**config.mk**
```make
export PLATFORM = sky130hd
export DESIGN_NAME = tdc_uart_rx
export DESIGN_NICKNAME = d
export VERILOG_FILES = /design/src/rtl/tdc_uart_rx.sv
export SDC_FILE = /design/constraint.sdc
export NUM_CORES = 1
export LEC_CHECK = 0
export ABC_AREA = 1
export ABC_CLOCK_PERIOD_IN_PS = 5800
export CAP_MARGIN = 20
export CORE_UTILIZATION = 62
export CTS_CLUSTER_DIAMETER = 100
export DETAILED_ROUTE_END_ITERATION = 10
export GPL_ROUTABILITY_DRIVEN = 0
export PLACE_DENSITY_LB_ADDON = 0.12
export RECOVER_POWER = 50
export SLEW_MARGIN = 0
export SYNTH_ARGS = -nofsm -noshare
export SYNTH_HDL_FRONTEND = slang
export SYNTH_SLANG_ARGS = --single-unit
```
**constraint.sdc**
```tcl
create_clock -name clk -period 5.8 [get_ports clk]
set_clock_uncertainty 0.05 [all_clocks]
set_input_delay 0.87 -clock clk [delete_from_list [all_inputs] [get_ports clk]]
set_output_delay 0.87 -clock clk [all_outputs]
set_load 0.02 [all_outputs]
```
**src/rtl/tdc_uart_rx.sv**
```systemverilog
// 8N1 UART receiver for the TDC measurement link; assembles BYTES_PER_WORD bytes
// (first byte most significant) into one word with an inter-byte timeout.
module tdc_uart_rx #(
    parameter int CLKS_PER_BIT   = 104,
    parameter int BYTES_PER_WORD = 2,
    parameter int TIMEOUT_BITS   = 20
) (
    input  logic                        clk,
    input  logic                        rst_n,
    input  logic                        rx,
    output logic [8*BYTES_PER_WORD-1:0] data,
    output logic                        valid,
    output logic                        frame_err,
    output logic                        word_drop,
    output logic                        busy
);
    // state  | meaning
    // IDLE   | line idle, waiting for a 1->0 edge on rxs
    // START  | half-bit wait, confirm start bit is still low
    // DATA   | sample 8 data bits LSB first, one per bit period
    // STOP   | sample stop bit; good byte or framing error
    // BREAK  | line held low after framing error, wait for it to go high
    typedef enum logic [2:0] {IDLE, START, DATA, STOP, BREAK} state_t;

    localparam int W    = 8 * BYTES_PER_WORD;
    localparam int HALF = CLKS_PER_BIT / 2;
    localparam int GAP  = TIMEOUT_BITS * CLKS_PER_BIT;
    localparam int CW   = $clog2(CLKS_PER_BIT);
    localparam int GW   = $clog2(GAP + 1);
    localparam int BCW  = $clog2(BYTES_PER_WORD + 1);

    state_t         state_q, state_d;
    logic [CW-1:0]  cnt_q, cnt_d;
    logic [2:0]     idx_q, idx_d;
    logic [7:0]     shift_q, shift_d;
    logic           rx_meta, rxs, rxs_d;
    logic [1:0]     settle;
    logic           start_det, byte_ok, byte_bad;
    logic [W-1:0]   acc_q;
    logic [W-1:0]   acc_next;
    logic [BCW-1:0] byte_cnt;
    logic [GW-1:0]  gap_q;

    assign busy     = (state_q == START) || (state_q == DATA) || (state_q == STOP);
    assign acc_next = (acc_q << 8) | W'(shift_q);

    always_comb begin
        state_d   = state_q;
        cnt_d     = cnt_q;
        idx_d     = idx_q;
        shift_d   = shift_q;
        start_det = 1'b0;
        byte_ok   = 1'b0;
        byte_bad  = 1'b0;
        if (cnt_q != '0)
            cnt_d = cnt_q - 1'b1;
        case (state_q)
            IDLE: begin
                // settle blocks the synchronizer's reset value from faking an edge
                if (settle == 2'd3 && rxs_d && !rxs) begin
                    state_d   = START;
                    cnt_d     = CW'(HALF - 1);
                    start_det = 1'b1;
                end
            end
            START: begin
                if (cnt_q == '0) begin
                    if (!rxs) begin
                        state_d = DATA;
                        cnt_d   = CW'(CLKS_PER_BIT - 1);
                        idx_d   = 3'd0;
                    end else begin
                        state_d = IDLE;
                    end
                end
            end
            DATA: begin
                if (cnt_q == '0) begin
                    shift_d = {rxs, shift_q[7:1]};
                    cnt_d   = CW'(CLKS_PER_BIT - 1);
                    if (idx_q == 3'd7)
                        state_d = STOP;
                    else
                        idx_d = idx_q + 3'd1;
                end
            end
            STOP: begin
                if (cnt_q == '0) begin
                    if (rxs) begin
                        state_d = IDLE;
                        byte_ok = 1'b1;
                    end else begin
                        state_d  = BREAK;
                        byte_bad = 1'b1;
                    end
                end
            end
            BREAK: begin
                if (rxs)
                    state_d = IDLE;
            end
            default: state_d = IDLE;
        endcase
    end

    always_ff @(posedge clk) begin
        if (!rst_n) begin
            rx_meta   <= 1'b1;
            rxs       <= 1'b1;
            rxs_d     <= 1'b1;
            settle    <= 2'd0;
            state_q   <= IDLE;
            cnt_q     <= '0;
            idx_q     <= 3'd0;
            shift_q   <= 8'd0;
            acc_q     <= '0;
            byte_cnt  <= '0;
            gap_q     <= '0;
            data      <= '0;
            valid     <= 1'b0;
            frame_err <= 1'b0;
            word_drop <= 1'b0;
        end else begin
            rx_meta   <= rx;
            rxs       <= rx_meta;
            rxs_d     <= rxs;
            if (settle != 2'd3)
                settle <= settle + 2'd1;
            state_q   <= state_d;
            cnt_q     <= cnt_d;
            idx_q     <= idx_d;
            shift_q   <= shift_d;
            valid     <= 1'b0;
            frame_err <= 1'b0;
            word_drop <= 1'b0;

            if (byte_ok) begin
                if (byte_cnt == BCW'(BYTES_PER_WORD - 1)) begin
                    data     <= acc_next;
                    valid    <= 1'b1;
                    byte_cnt <= '0;
                    acc_q    <= '0;
                end else begin
                    byte_cnt <= byte_cnt + 1'b1;
                    acc_q    <= acc_next;
                end
            end else if (byte_bad) begin
                byte_cnt  <= '0;
                acc_q     <= '0;
                frame_err <= 1'b1;
            end

            // gap timer only runs in IDLE with a partial word pending
            if (state_q != IDLE || start_det) begin
                gap_q <= GW'(GAP - 1);
            end else if (byte_cnt != '0) begin
                if (gap_q == '0) begin
                    byte_cnt  <= '0;
                    acc_q     <= '0;
                    word_drop <= 1'b1;
                    gap_q     <= GW'(GAP - 1);
                end else begin
                    gap_q <= gap_q - 1'b1;
                end
            end
        end
    end
endmodule
```
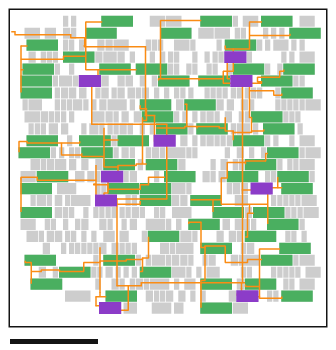
Fig. 1. Clock network drawn from the DEF (run 1).
The bar under the picture is 20 um long.
orange -> clock wires  # length 793 um
purple -> clock drivers  # count 9
green -> flip-flops  # count 67
flops lie = widely spread
clock group power: 327 uW
clk_lat worst skew: 0.34 ns
clock share of power: 22.7%

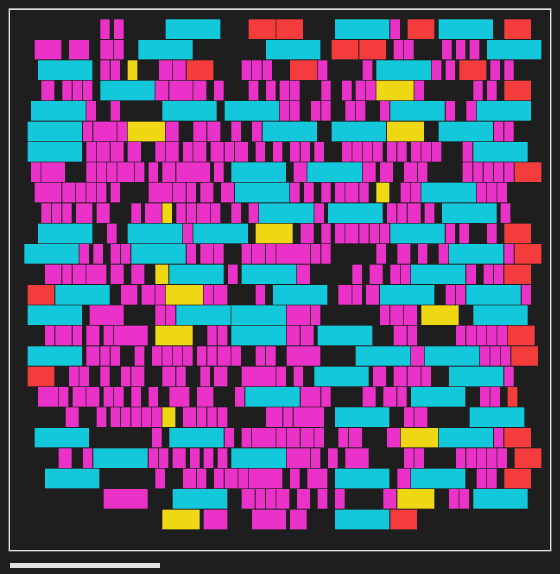
Fig. 2. Cells coloured by class (run 1).
The bar under the picture is 20 um long.
red -> other buffers and delay cells  # cells 23
yellow -> clock drivers and dummy loads  # cells 15
cyan -> flops  # cells 67
magenta -> combinational and other logic  # cells 362
Final Core Density: 73.2%
num rows: 25

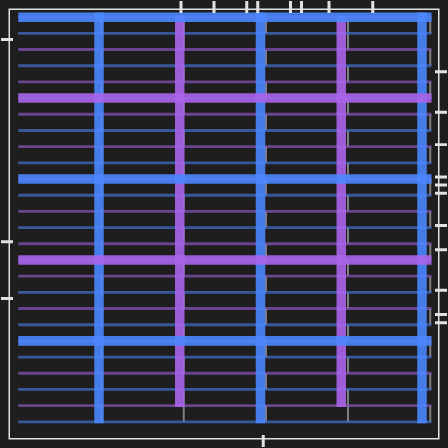
Fig. 3. Power grid (run 1).
Pins as bars on the die edge. Tap cells in grey.
purple -> VDD
blue -> VSS
tap cells = 67
met4 straps = 5
met1 rails = 26
signal pins = 23

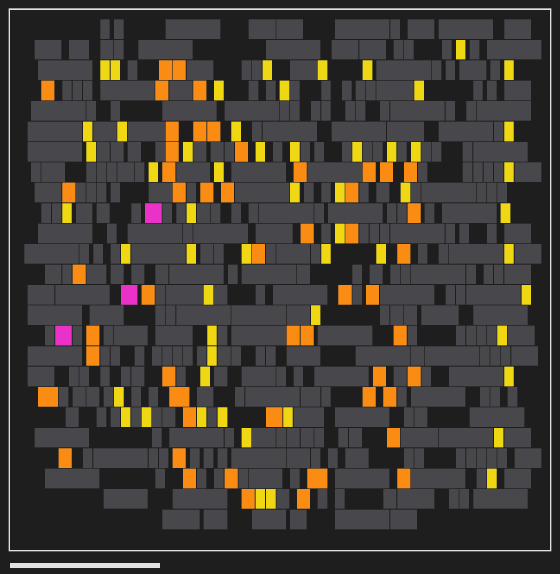
Fig. 4. Logic cells by family (run 1).
The bar under the picture is 20 um long.
orange -> inverting AOI/OAI gates  # cells 52
yellow -> inverters  # cells 56, where widely spread
magenta -> AND and OR gates  # cells 3
logic share of the area: 41.6%
fin cells: 534

==> flow_summary_export.csv, run 1 <==
group,metric,value,unit
run_status,outcome,"complete, but fails checks",
run_status,failed_checks,"capacitance limit, slew limit",
die,fp_util,64.2,%
logic_synthesis,yosys-stat-area,0.00303,mm2
timing,rsz0062_at_grt,"no",
worst_setup_path,cp.required,6.03,ns
grt,grt_pass1_wl,10200,um
worst_setup_path,rr_worst_depth,12,
drt,drt_iter0_drc,141,
logic_synthesis,ys.flops,67,
die,die_y,71.9,um
worst_setup_path,rrSetupSlack,3.45,ns
timing,layout_setup_ws,2.28,ns
drt,ant_nets,0,
clock_tree,cts_tree,"built",
grt,antenna_found_initial,0,
clock_tree,numCtsBuffers,9,
placed_design,place_area,0.00330,mm2
worst_setup_path,reg2reg_to,"cnt_q[0]",
job,cap_violations,1,
worst_setup_path,worst_setup_path_start_kind,"input port",
timing,drv_slew,42,
logic_synthesis,netlist_instances,439,
timing,hold_viol_final,0,
layout,syn_to_final_growth,14.1,%
logic_synthesis,ys_cells,439,
logic_synthesis,syn-cell-area,0.00303,mm2
pwr,power_density,416,mW/mm2
worst_setup_path,crit_slowest_cell,"clkbuf_1",
logic_synthesis,synth_nets,449,
pwr,leakagePower,1.62,nW
timing,period_needed,3.52,ns
drt,vias,2672,
worst_setup_path,rr_startpoint,"cnt_q[0]",
layout,nets,473,
placed_design,pre_cts_ws,3.17,ns
logic_synthesis,yosys_warnings,0,
logic_synthesis,ys_seq_share,44.2,%
logic_synthesis,top_area_share,44.2,%
job,warnings,27,
-- run 1: state kept, by name, summed over array words and instances (netlist names), 2 cells and up --
signal	flops
data	16
acc_q	8
idx_q	3
state_q	3
gap_q	12
byte_cnt	2
shift_q	8
settle	2
cnt_q	7
-- run 1: cell families after synthesis --
kind of cell / Yosys count / synth area share (%)
fa+ha+maj: 7 / 2.89
flops: 67 / 44.2
buf+inv: 66 / 8.30
xor+xnor: 9 / 2.60
simple gates: 238 / 33.1
compound gates: 52 / 8.87
-- run 1: power breakdown --
part / leakage (nW) / total (mW) / switching (mW) / internal [mW]
Combinational: 0.988 / 0.526 / 0.344 / 0.182
Clock: 0.0860 / 0.327 / 0.165 / 0.162
Sequential: 0.544 / 0.585 / 0.0556 / 0.529
Total: 1.62 / 1.44 / 0.564 / 0.874
-- run 1: worst max-delay path: cells and delay by family --
kind	cells	cell delay, ns
buf+inv	3	2.29
simple gates	3	0.57
-- run 1: synthesized netlist by cell type --
library cell,n
nand3_1,17
a21oi_1,16
o21ai_1,2
nor2_2,2
dfxtp_1,67
o22ai_1,1
buf_2,3
ha_1,7
or2_2,2
xor2_1,7
inv_2,1
nor3_1,13
nor3b_1,1
o21ai_0,30
inv_1,55
nand3b_1,2
nand2_2,1
nand4_2,1
clkbuf_1,7
and2_1,1
nor4_1,2
nand2_1,104
o211ai_1,1
nor3_2,2
nor2_1,88
nor2_4,1
nor3_4,1
a211oi_1,2
xnor2_1,2
-- run 1: routing by layer --
| layer | vias up | wire length (um) | track usage (%) |
|---|---|---|---|
| met4 | 0 | 81 | 11.8 |
| li1 | 1420 | - | - |
| met5 | - | 0 | 0 |
| met1 | 1208 | 2750 | 30.1 |
| met3 | 7 | 183 | 4.58 |
| met2 | 37 | 2960 | 44.2 |
-- run 1: worst max path at each step --
stage                           from         to  cells past startpoint
after floorplan             cnt_q[0]   cnt_q[0]                     13
after global placement         rst_n  gap_q[10]                      6
after detailed placement       rst_n  gap_q[10]                      6
after CTS                 state_q[0]       busy                      3
after global routing           rst_n  gap_q[10]                      6
final                          rst_n  gap_q[10]                      6
-- run 1: cell type report --
class,count,area (um2)
multi-input cells,306,1440
flip-flops and latches,67,1340
fillers,407,1260
repair buffers,23,224
inverters,56,210
clock buffers,12,145
well taps,67,83.8
clock inverters,3,15.0
-- run 1: layout by cell type, fill, tap and decap left out, drive strengths merged, types with 3 or more instances in the layout --
cell type / count
clkbuf: 13
clkinv: 3
nand2: 105
clkdlybuf4s50: 17
dlygate4sd3: 5
nor3: 16
o21ai: 32
ha: 7
inv: 56
dfxtp: 67
nor2: 91
xor2: 7
nand3: 17
a21oi: 16
-- run 1: metrics by stage --
| step | power, mW | hold WS [ns] | std cells |
|---|---|---|---|
| 3_3_place_gp | 1.09 | 0.345 | 519 |
| 6_report | 1.44 | 0.367 | 534 |
| 2_1_floorplan | 1.00 | 0.343 | 439 |
| 5_1_grt | 1.56 | 0.391 | 534 |
| 3_5_place_dp | 1.11 | 0.353 | 519 |
| 4_1_cts | 1.44 | 0.366 | 534 |
Fig. 5: run 1, clock routing
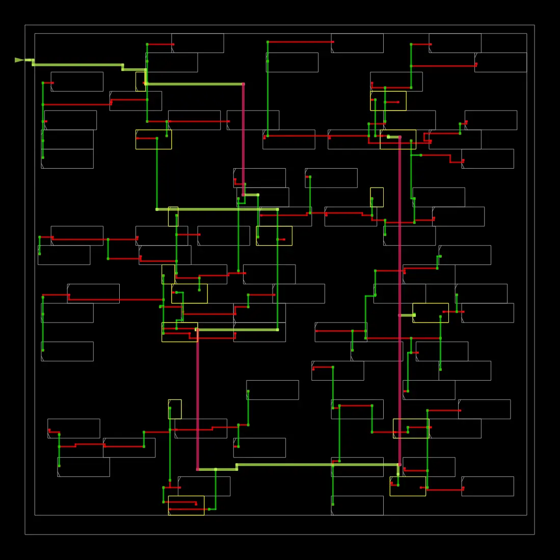

==> inputs of run 2 (changes only) <==
- ABC_CLOCK_PERIOD_IN_PS: 5800 -> 3100
- CORE_UTILIZATION: 62 -> 52
- clock period: 5.8 -> 3.1 ns (I/O delays scaled with it)
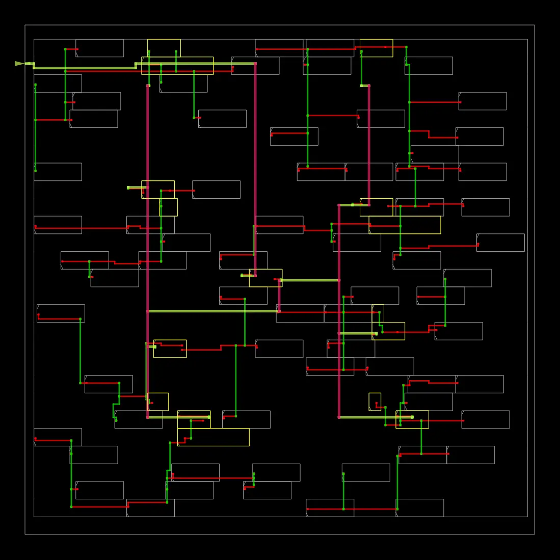
Fig. 6. Clock routing (run 2).
clock sinks: 67
total CTS buffers: 9
Flop Count: 67
clk_lat worst skew: 0.36 ns

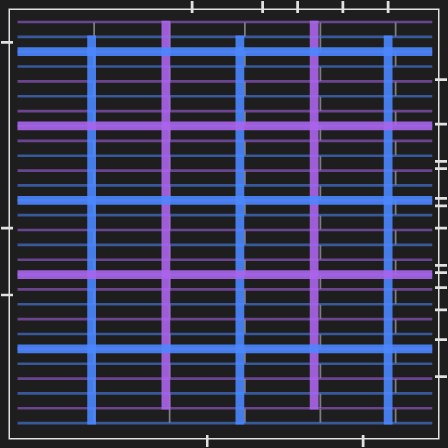
Fig. 7. Power grid (run 2).
Pins as bars on the die edge. Tap cells in grey.
purple -> VDD
blue -> VSS
rows = 27
met5 straps = 5
met4 straps = 5

==> flow_summary_export.csv, run 2 <==
group,metric,value,unit
timing,period_needed,2.39,ns
layout,nets,476,
worst_setup_path,worst_setup_path_start_kind,"register",
logic_synthesis,ys_seq_share,44.2,%
run_status,outcome,"finished clean",
logic_synthesis,top_cell,"nand2_1",
logic_synthesis,ff_type,"dfxtp_1",
logic_synthesis,async_flop_share,0,%
layout,syn_to_final_growth,17.1,%
timing,rsz0062_at_grt,"no",
logic_synthesis,syn-cell-area,0.00303,mm2
timing,drv_slew,0,
layout,top_register,"data",
job,warnings,27,
die,core.rowCount,27,
layout,final_common_cell,"nand2_1",
pwr,intPower,1.85,mW
pwr,leakagePower,1.70,nW
layout,largest_reg_flops,16,
pwr,seqPwrFrac,37.4,%
pwr,p_sw,1.07,mW
logic_synthesis,ys_cells,439,
job,cap_violations,0,
layout,top_regs,"data: 16 flops, gap_q: 12 flops",
worst_setup_path,cp.required,3.31,ns
pwr,pwr-share-clk,30.2,%
pwr,power_density,823,mW/mm2
layout,layout_top_cells,"104 x nand2_1, 90 x nor2_1, 67 x dfxtp_1",
logic_synthesis,edf_count,0,
logic_synthesis,yosys_warnings,0,
drt,drt_iter0_drc,143,
pwr,combPwrFrac,32.5,%
placed_design,place_area,0.00333,mm2
clock_tree,cts_tree,"built",
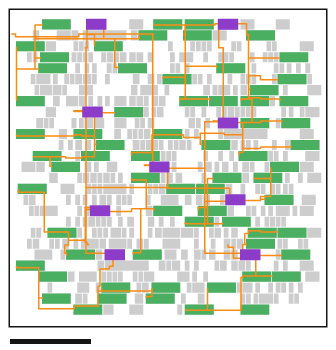
Fig. 8. Clock network drawn from the DEF (run 2).
The bar under the picture is 20 um long.
orange -> clock wires  # length 885 um
purple -> clock drivers  # count 9
green -> flip-flops  # count 67
routed clock nets = 10

run 2: metrics by stage:
stage | util, % | hold slack [ns] | worst slack [ns] | cells | total power [mW]
finish | 63.7 | 0.369 | 0.709 | 543 | 2.92
detailed placement | 59.8 | 0.358 | 0.701 | 527 | 2.08
global placement | 59.8 | 0.346 | 0.750 | 527 | 2.05
global route | 63.7 | 0.378 | 0.407 | 543 | 3.14
floorplan | - | 0.343 | 1.08 | 439 | 1.88
CTS | 64.1 | 0.374 | 0.814 | 543 | 2.96
run 2: cell families after synthesis:
family                     count (synthesis)  share of synthesized area, %
and+or+nand+nor                          238                          33.1
DFF                                       67                          44.2
buffers and inverters                     66                          8.30
AOI/OAI and AO/OA                         52                          8.87
xor gates and xnor gates                   9                          2.60
adders and majority gates                  7                          2.89
run 2: worst max-delay path, stage by stage, from the launching register on:
cell and delay (ns):
dfxtp_1 0.40, inv_1 0.08, ha_1 0.20, nand2_1 0.08
nor2_1 0.12, nand4_2 0.09, clkbuf_1 1.00, nand2_1 0.12
nand2_1 0.11, nor2_1 0.04
run 2: path summary, 6_finish.rpt:
kind,startpoint,slack [ns],end,cells past startpoint
worst max-delay path,cnt_q[0],0.71,data[9],9
worst min-delay path,rx_meta,0.37,rxs,1
worst max register to register,cnt_q[0],0.71,data[9],9
worst min register to register,rx_meta,0.37,rxs,1
run 2: layer usage:
metal | track usage [%] | vias up | share of wire [%] | wire length [um]
li1 | - | 1435 | - | -
met1 | 26.8 | 1184 | 48 | 2890
met2 | 35.3 | 38 | 46 | 2750
met3 | 4.42 | 15 | 3.6 | 215
met4 | 12.4 | 0 | 2.3 | 139
met5 | 0 | - | 0 | 0
run 2: area by class of cell:
| cell class | instances | area, um2 |
|---|---|---|
| Sequential cell | 67 | 1340 |
| Timing Repair Buffer | 26 | 239 |
| Inverter | 56 | 210 |
| Clock inverter | 7 | 116 |
| Fill cell | 536 | 2020 |
| Clock buffer | 9 | 124 |
| Multi-Input combinational cell | 306 | 1430 |
| Tap cell | 72 | 90.1 |
run 2: power by group through the flow:
stage	registers, mW	logic (mW)	clock network [mW]
after floorplan	1.08	0.796	0
after global routing	1.11	1.11	0.926
final	1.09	0.949	0.882
after detailed placement	1.11	0.965	0
after CTS	1.09	0.978	0.891
after global placement	1.11	0.948	0
No activity file was given, so power comes from the tool's default toggle rates.
